**config.mk**
```make
export PLATFORM = sky130hd
export DESIGN_NAME = config_usb_upload
export DESIGN_NICKNAME = d
export VERILOG_FILES = /design/src/rtl/config_usb_pkg.sv /design/src/rtl/config_usb_word_fifo.sv /design/src/rtl/config_usb_upload.sv
export SDC_FILE = /design/constraint.sdc
export NUM_CORES = 1
export LEC_CHECK = 0
export CORE_ASPECT_RATIO = 0.8
export CORE_UTILIZATION = 55
export DETAILED_ROUTE_END_ITERATION = 10
export PLACE_DENSITY = 0.81
export SLEW_MARGIN = 20
export SYNTH_ARGS = -nofsm -noshare
export SYNTH_HDL_FRONTEND = slang
export SYNTH_SLANG_ARGS = --single-unit
```
**constraint.sdc**
```tcl
create_clock -name clk_i -period 2.9 [get_ports clk_i]
set_input_delay 0.725 -clock clk_i [delete_from_list [all_inputs] [get_ports clk_i]]
set_output_delay 0.725 -clock clk_i [all_outputs]
set_load 0.1 [all_outputs]
```
**src/rtl/config_usb_pkg.sv**
```systemverilog
// Shared definitions for the DFU configuration path (download and upload engines).
package config_usb_pkg;

    // DFU status codes reported to the host
    localparam logic [3:0] DFU_STATUS_OK          = 4'h0;
    localparam logic [3:0] DFU_STATUS_ERR_TARGET  = 4'h1;
    localparam logic [3:0] DFU_STATUS_ERR_UNKNOWN = 4'hE;

    // Alternate settings of the DFU interface
    localparam logic [2:0] DFU_ALT_CONFIG = 3'b000;
    localparam logic [2:0] DFU_ALT_UPLOAD = 3'b010;

    typedef enum logic [1:0] {
        ST_IDLE,
        ST_RUN,
        ST_DONE,
        ST_ERROR
    } dfu_state_e;

    // Byte idx of a word, most significant byte first
    function automatic logic [7:0] word_byte(input logic [31:0] w, input logic [1:0] idx);
        case (idx)
            2'd0:    return w[31:24];
            2'd1:    return w[23:16];
            2'd2:    return w[15:8];
            default: return w[7:0];
        endcase
    endfunction

endpackage

```
**src/rtl/config_usb_word_fifo.sv**
```systemverilog
// Synchronous FIFO with occupancy count; clear flushes all entries.
module config_usb_word_fifo #(
    parameter int W     = 32,
    parameter int DEPTH = 4
) (
    input  logic                       clk,
    input  logic                       reset,
    input  logic                       clear,
    input  logic                       push,
    input  logic [W-1:0]               din,
    input  logic                       pop,
    output logic [W-1:0]               dout,
    output logic                       full,
    output logic                       empty,
    output logic [$clog2(DEPTH):0]     count
);
    localparam int AW = $clog2(DEPTH);

    logic [W-1:0]  mem [DEPTH];
    logic [AW-1:0] wr_ptr;
    logic [AW-1:0] rd_ptr;
    logic          do_push;
    logic          do_pop;

    assign full    = (count == (AW+1)'(DEPTH));
    assign empty   = (count == '0);
    assign do_pop  = pop && !empty;
    assign do_push = push && (!full || do_pop);
    assign dout    = mem[rd_ptr];

    // Storage array; contents are only meaningful below count, so no reset
    always_ff @(posedge clk) begin
        if (do_push) mem[wr_ptr] <= din;
    end

    // Pointer and occupancy tracking; DEPTH is a power of two so pointers wrap freely
    always_ff @(posedge clk) begin
        if (reset || clear) begin
            wr_ptr <= '0;
            rd_ptr <= '0;
            count  <= '0;
        end else begin
            if (do_push) wr_ptr <= wr_ptr + AW'(1);
            if (do_pop)  rd_ptr <= rd_ptr + AW'(1);
            count <= count + (AW+1)'(do_push) - (AW+1)'(do_pop);
        end
    end

endmodule

```
**src/rtl/config_usb_upload.sv**
```systemverilog
// DFU upload engine: fetches readback words into a small FIFO and streams them
// MSB byte first onto the DFU IN byte stream.
module config_usb_upload
    import config_usb_pkg::*;
#(
    parameter int         FIFO_DEPTH   = 4,
    parameter int         UPLOAD_WORDS = 4096,
    parameter logic [2:0] UPLOAD_ALT   = DFU_ALT_UPLOAD,
    parameter int         RB_TIMEOUT   = 255
) (
    input  logic                            clk_i,
    input  logic                            reset_i,
    input  logic                            dfu_mode_i,
    input  logic [2:0]                      dfu_alt_i,
    input  logic                            dfu_in_en_i,
    output logic [7:0]                      dfu_in_data_o,
    output logic                            dfu_in_valid_o,
    input  logic                            dfu_in_ready_i,
    input  logic                            dfu_clear_status_i,
    output logic                            rb_req_o,
    output logic [$clog2(UPLOAD_WORDS)-1:0] rb_addr_o,
    input  logic                            rb_valid_i,
    input  logic [31:0]                     rb_data_i,
    output logic                            dfu_busy_o,
    output logic [3:0]                      dfu_status_o,
    output logic                            done_o
);
    localparam int AW  = $clog2(UPLOAD_WORDS);
    localparam int CW  = AW + 1;
    localparam int TW  = $clog2(RB_TIMEOUT + 1);
    localparam int FCW = $clog2(FIFO_DEPTH) + 1;

    dfu_state_e     state;
    logic [CW-1:0]  words_requested;
    logic [CW-1:0]  words_sent;
    logic [1:0]     byte_idx;
    logic           outstanding;
    logic [TW-1:0]  tmo_cnt;

    logic           start;
    logic           issue;
    logic           xfer;
    logic           fifo_push;
    logic           fifo_pop;
    logic           fifo_clear;
    logic           fifo_full;
    logic           fifo_empty;
    logic [FCW-1:0] fifo_count;
    logic [31:0]    fifo_head;

    assign start = dfu_mode_i && (dfu_alt_i == UPLOAD_ALT) && dfu_in_en_i;

    // Single request in flight, and only when the FIFO has room for its answer
    assign issue = (state == ST_RUN) && start && !outstanding &&
                   (words_requested < CW'(UPLOAD_WORDS)) &&
                   (fifo_count < FCW'(FIFO_DEPTH));

    assign dfu_in_valid_o = (state == ST_RUN) && !fifo_empty;
    assign dfu_in_data_o  = fifo_empty ? 8'h00 : word_byte(fifo_head, byte_idx);
    assign xfer           = dfu_in_valid_o && dfu_in_ready_i;

    // Stray rb_valid_i (nothing outstanding, or after an abort) never reaches the FIFO
    assign fifo_push  = (state == ST_RUN) && outstanding && rb_valid_i;
    assign fifo_pop   = xfer && (byte_idx == 2'd3);
    assign fifo_clear = (state != ST_RUN) || !start;

    config_usb_word_fifo #(
        .W     (32),
        .DEPTH (FIFO_DEPTH)
    ) u_fifo (
        .clk   (clk_i),
        .reset (reset_i),
        .clear (fifo_clear),
        .push  (fifo_push),
        .din   (rb_data_i),
        .pop   (fifo_pop),
        .dout  (fifo_head),
        .full  (fifo_full),
        .empty (fifo_empty),
        .count (fifo_count)
    );

    // Upload FSM with concurrent fetch and send sides; all control outputs registered
    always_ff @(posedge clk_i) begin
        if (reset_i) begin
            state           <= ST_IDLE;
            words_requested <= '0;
            words_sent      <= '0;
            byte_idx        <= '0;
            outstanding     <= 1'b0;
            tmo_cnt         <= '0;
            rb_req_o        <= 1'b0;
            rb_addr_o       <= '0;
            dfu_busy_o      <= 1'b0;
            dfu_status_o    <= DFU_STATUS_OK;
            done_o          <= 1'b0;
        end else begin
            rb_req_o <= 1'b0;

            // Error status stays visible while the host still holds the upload request
            if (dfu_clear_status_i && (state == ST_IDLE || state == ST_DONE ||
                                       (state == ST_ERROR && !dfu_in_en_i)))
                dfu_status_o <= DFU_STATUS_OK;

            case (state)
                ST_IDLE: begin
                    words_requested <= '0;
                    words_sent      <= '0;
                    byte_idx        <= '0;
                    outstanding     <= 1'b0;
                    tmo_cnt         <= '0;
                    done_o          <= 1'b0;
                    if (start && dfu_status_o == DFU_STATUS_OK) begin
                        state      <= ST_RUN;
                        dfu_busy_o <= 1'b1;
                    end
                end
                ST_RUN: begin
                    if (!start) begin
                        state        <= ST_ERROR;
                        dfu_status_o <= DFU_STATUS_ERR_UNKNOWN;
                        dfu_busy_o   <= 1'b0;
                        outstanding  <= 1'b0;
                    end else if (outstanding && !rb_valid_i && tmo_cnt == TW'(RB_TIMEOUT)) begin
                        state        <= ST_ERROR;
                        dfu_status_o <= DFU_STATUS_ERR_TARGET;
                        dfu_busy_o   <= 1'b0;
                        outstanding  <= 1'b0;
                    end else if (words_sent == CW'(UPLOAD_WORDS)) begin
                        state      <= ST_DONE;
                        done_o     <= 1'b1;
                        dfu_busy_o <= 1'b0;
                    end else begin
                        if (issue) begin
                            rb_req_o        <= 1'b1;
                            rb_addr_o       <= words_requested[AW-1:0];
                            words_requested <= words_requested + CW'(1);
                            outstanding     <= 1'b1;
                            tmo_cnt         <= '0;
                        end else if (outstanding) begin
                            if (rb_valid_i) begin
                                outstanding <= 1'b0;
                                tmo_cnt     <= '0;
                            end else begin
                                tmo_cnt <= tmo_cnt + TW'(1);
                            end
                        end
                        if (xfer) begin
                            byte_idx <= byte_idx + 2'd1;
                            if (byte_idx == 2'd3) words_sent <= words_sent + CW'(1);
                        end
                    end
                end
                ST_DONE: begin
                    if (!dfu_in_en_i) begin
                        state  <= ST_IDLE;
                        done_o <= 1'b0;
                    end
                end
                default: begin
                    if (!dfu_in_en_i) state <= ST_IDLE;
                end
            endcase
        end
    end

endmodule
```
met1.png
(3 px per um)
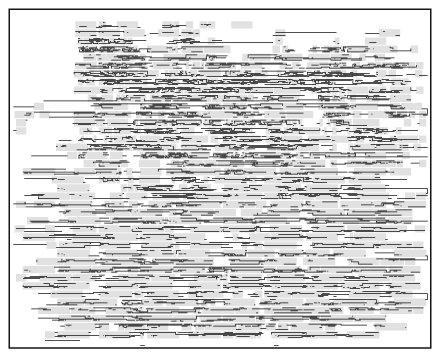
longest straight run: 44.8 um
main direction: horizontal
met1 global-route usage: 33.4%
Via Count: 5633
final WL: 18600 um

met2.png
(3 px per um)
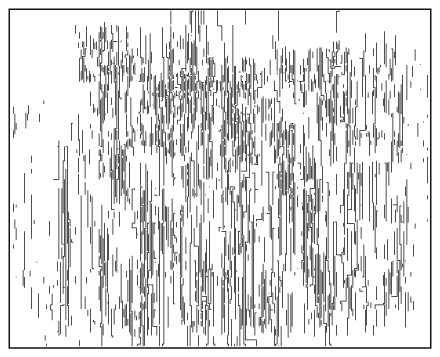
nets with wire on the layer: 687
longest straight run: 50.3 um
wire length on this layer: 9030 um
share of all routed wire: 49%
main direction: vertical
met2 usage in global routing: 39.7%

met3.png
(2 px per um)
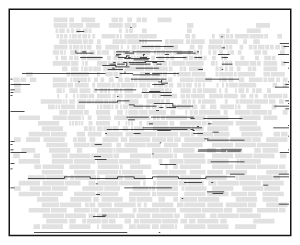
wire length on this layer: 1060 um
nets with wire on the layer: 99
main direction: horizontal
met3 track utilization from global routing: 5.84%

==> notes.md <==
Implementation results. The flow ran to the end, but the final reports show violations. The checks that failed: negative setup slack. The script extracted a total leakage power of ~3.2 nW. Count of nets left with antenna violations after detail routing landed at 0. The largest registers in the layout are u_fifo.mem x128, words_requested x13, words_sent x13. Yosys stat counts about 620 cells in the synthesized netlist. Ratio of cells with drive above 1 in the final layout landed at between 20% and 30%. The report counts max-capacitance violations totalling 0. Final number of hold-violating endpoints landed at 0. CTS added clock buffers totalling 17.

In this design, the stage delay of the slowest critical-path cell is 540 ps. The worst setup path is captured at a primary output. Registers take between 5000 and 6000 um2. From the final report, the count of setup violators was given as 8. In this run the number of H-tree levels came out at 4. Number of nets at the end of the flow landed at about 760. Per the synth stats, the flop cell with the highest instance count is sky130_fd_sc_hd__edfxtp_1. The finished layout reports a core utilization of between 60% and 70%.

Starting utilization of the core area landed at a little under three fifths. Proportion of cell area spent on the clock network landed at under 10%. The library cell used most frequently in the layout, excluding fill and tap cells, is sky130_fd_sc_hd__edfxtp_1.

The detailed router reports a met3 wire length of approximately 1100 um. Traced cell by cell, the critical path runs through buf_4, mux4_2, nand2_1, a21oi_1, a21oi_2, nor2_2, buf_12. Growth of design area from synthesis to finish landed at 21.6%.

Data required time of the worst path landed at about 2200 ps. Sum of negative setup slack landed at -599 ps. Number of vias per cell landed at around 6.3. The final timing report lists a max-slew violation count of 0.

Number of flops mapped to enable cells by yosys landed at roughly 130. Async set-reset flop share out of synthesis landed at 0%. Horizontal die dimension landed at around 140 um.

Power per standard cell area landed at 531 nW/um2. Per the area breakdown, the dominant cell category is registers. Core outline area landed at between 10000 and 15000 um2. Number of primary I/O pins landed at around 70. On the critical path, the stage with the largest delay is an instance of sky130_fd_sc_hd__mux4_2. Synthesized-area fraction occupied by xor and xnor cells landed at less than 1%.

In this run, distinct cell masters in the synthesized netlist total just over 60. Ranked by total cell area, the synthesized netlist is headed by sky130_fd_sc_hd__edfxtp_1, sky130_fd_sc_hd__dfxtp_1, sky130_fd_sc_hd__mux4_2. The script logs the mean routed wire length per placed instance as just over 20 um. Worst setup margin landed at -97.0 ps. The final layout report lists a filler cell count of 928. The synthesis run identifies the leading combinational cell family as simple AND/OR/NAND/NOR gates. Proportion of total power due to net switching landed at between 20% and 30%. Share of the clock period used by the worst path landed at 103%. Counting flops and latches in the post-synthesis netlist gives roughly 200. TritonCTS built the clock tree.

The wire-length estimate of the detail-placed layout is approximately 12000 um. As reported, the later end of the worst-skew pair has a clock insertion delay of roughly 440 ps. Pin count of the biggest net entering global routing landed at 33. The most common logic cells in the final layout are sky130_fd_sc_hd__edfxtp_1, sky130_fd_sc_hd__dfxtp_1, sky130_fd_sc_hd__a21oi_1.

Summing all multi-input logic gate instances after layout gives 3080 um2. Number of cells after detailed placement landed at around 870. Post-detailed-route DRC marker count landed at 0. In the final layout, multi-input gates take up between 30 and 40% of the cell area. The worst setup path is launched from a flip-flop. The completed layout was analyzed and its total power is about 5.4 mW. Register fraction of the total cell area landed at about half.

Height of the die landed at 112 um. Summing all non-filler instances in the final layout gives an area of 10200 um2. Maximum buffer depth of the clock tree landed at 2. Number of resized instances in the post-cts repair step landed at 17. The max-slew check reports its worst relative slack as 49.1%. Overall track demand over capacity in global routing landed at approximately a quarter. The flow reports that combinational logic draws under 10% of the design power. Number of rows in the core area landed at 39. Leaving out the clock tree, the finished layout contains an inverter count of 22. The via count of the first global-routing pass came to 5666.

Number of non-clock buffers landed at around 95. Per the post-synthesis report, the number of cells in the design is between 600 and 700. First-pass iteration count of the detailed router landed at 7.

Area fraction in and, or, nand and nor cells after synthesis landed at between 10% and 20%. The register with the most flip-flops in the layout has ~130 of them. Count of buffer and inverter cells on the critical path landed at 2.

Time the worst path needs with I/O delays and setup landed at between 2000 and 3000 ps. Per STA, the worst path accumulates the most delay in the family multiplexers. Along the worst path, the maximum fanout reaches 12. Die area landed at ~16000 um2. The total overflow left after global routing is 0. Area of the synthesized netlist per yosys stat landed at around 8400 um2. Total inserted antenna cells landed at 0. Routed wire length on met2 landed at approximately 9000 um. Actual transition at the worst max-transition pin landed at between 700 and 800 ps. Average cell area after synthesis landed at about 13 um2.

The timing report gives the clock slew at the launch and capture registers of the worst setup and hold paths as around 70 ps. Clock buffers in the final layout number 18. Signal routing reaches up to met4. The register with the most flip-flops in the final layout is u_fifo.mem.

The logs give a warning total of 36. Multiplexer fraction of the synthesized cell area landed at under 10%. Highest attainable clock frequency landed at 334 MHz. Data on the critical path arrives at its endpoint at 2270 ps. The top cell type by area accounts for 45.9% of the synthesized area. Compound-gate portion of the synthesized area landed at under 10%. Of the total synthesized cell area, the portion taken by full adders, half adders and majority gates is 2.48%. In this run the tool buffered the top-level ports with between 60 and 70 buffer cells. The most frequently used library cell after synthesis is sky130_fd_sc_hd__edfxtp_1. Hold timing on the final database bottoms out at a slack of 477 ps.

The internal portion of the total power is about 4.3 mW. By count the netlist is led by sky130_fd_sc_hd__edfxtp_1, sky130_fd_sc_hd__dfxtp_1, sky130_fd_sc_hd__a21oi_1. Across the placement rows, the number of tap cells is between 150 and 200. Area after detailed placement landed at about 9500 um2. Number of setup buffers added after CTS landed at 2. Of all cell types, the one taking the most synthesized area is sky130_fd_sc_hd__edfxtp_1. Between clock sinks in the finished design, the worst skew comes to around 8.2 ps.

The design has between 150 and 200 sequential cells. After the flow finishes, the layout carries non-filler instances totaling between 900 and 1000. The first global-routing pass estimated 29400 um of wire. Timing analysis after detailed placement gives a worst setup slack of -22.1 ps. The synthesis log from Yosys contains 0 warnings. Violation count after the first detailed-routing iteration landed at roughly 570. Setup repair after global routing could not meet its margin everywhere. Number of nets produced by synthesis landed at 680. The report puts the hold buffer count at CTS at 0. Global placer's final weighted congestion landed at 0.822. Looking at the VDD voltage map, the peak drop is 0.000485 V.

Registers are responsible for between 50% and 60% of the overall power. Sink count of the clock tree landed at just under 200. The critical path in this run is classified as reg -> out. Number of antenna violations at the first check in global routing landed at 0. The tree is rooted in a sky130_fd_sc_hd__clkbuf_16.

The most critical min-delay path falls under reg -> reg. Part of the total power dissipated in the clock network landed at 42.8%. Multi-input combinational gate total landed at about 370. The share of the Yosys chip area taken by registers is between 60% and 70%. Switching power summed over all nets landed at between 1 and 1.5 mW. In the per-layer breakdown of the detailed-route log, met1 shows 8100 um.

Measured on the final layout, buffering overhead outside the clock network stands at between 10% and 20%. Before any placement, the netlist area is recorded as about 8400 um2.
[worst paths after layout]
check | startpoint | end | slack [ps] | cells past startpoint
max | flip-flop | dfu_in_data_o[6] | -100 | 7
min | rb_addr_o[1] | rb_addr_o[1] | 480 | 2
max reg2reg | words_sent[0] | words_requested[12] | 640 | 8
min reg2reg | rb_addr_o[1] | rb_addr_o[1] | 480 | 2
[power by group through the flow]
stage | combinational (mW) | sequential [mW] | clock, mW
floorplan | 0.0341 | 3.03 | 0
global placement | 0.128 | 3.02 | 0
detailed placement | 0.134 | 3.02 | 0
CTS | 0.135 | 2.96 | 2.34
global route | 0.145 | 2.95 | 2.45
finish | 0.137 | 2.96 | 2.32
[layer usage]
layer,GRT usage (%),vias up
met5,0,-
met4,9.67,0
met3,5.84,47
met2,39.7,228
met1,33.4,2788
li1,-,2570
Power and IR drop assume default switching activity.
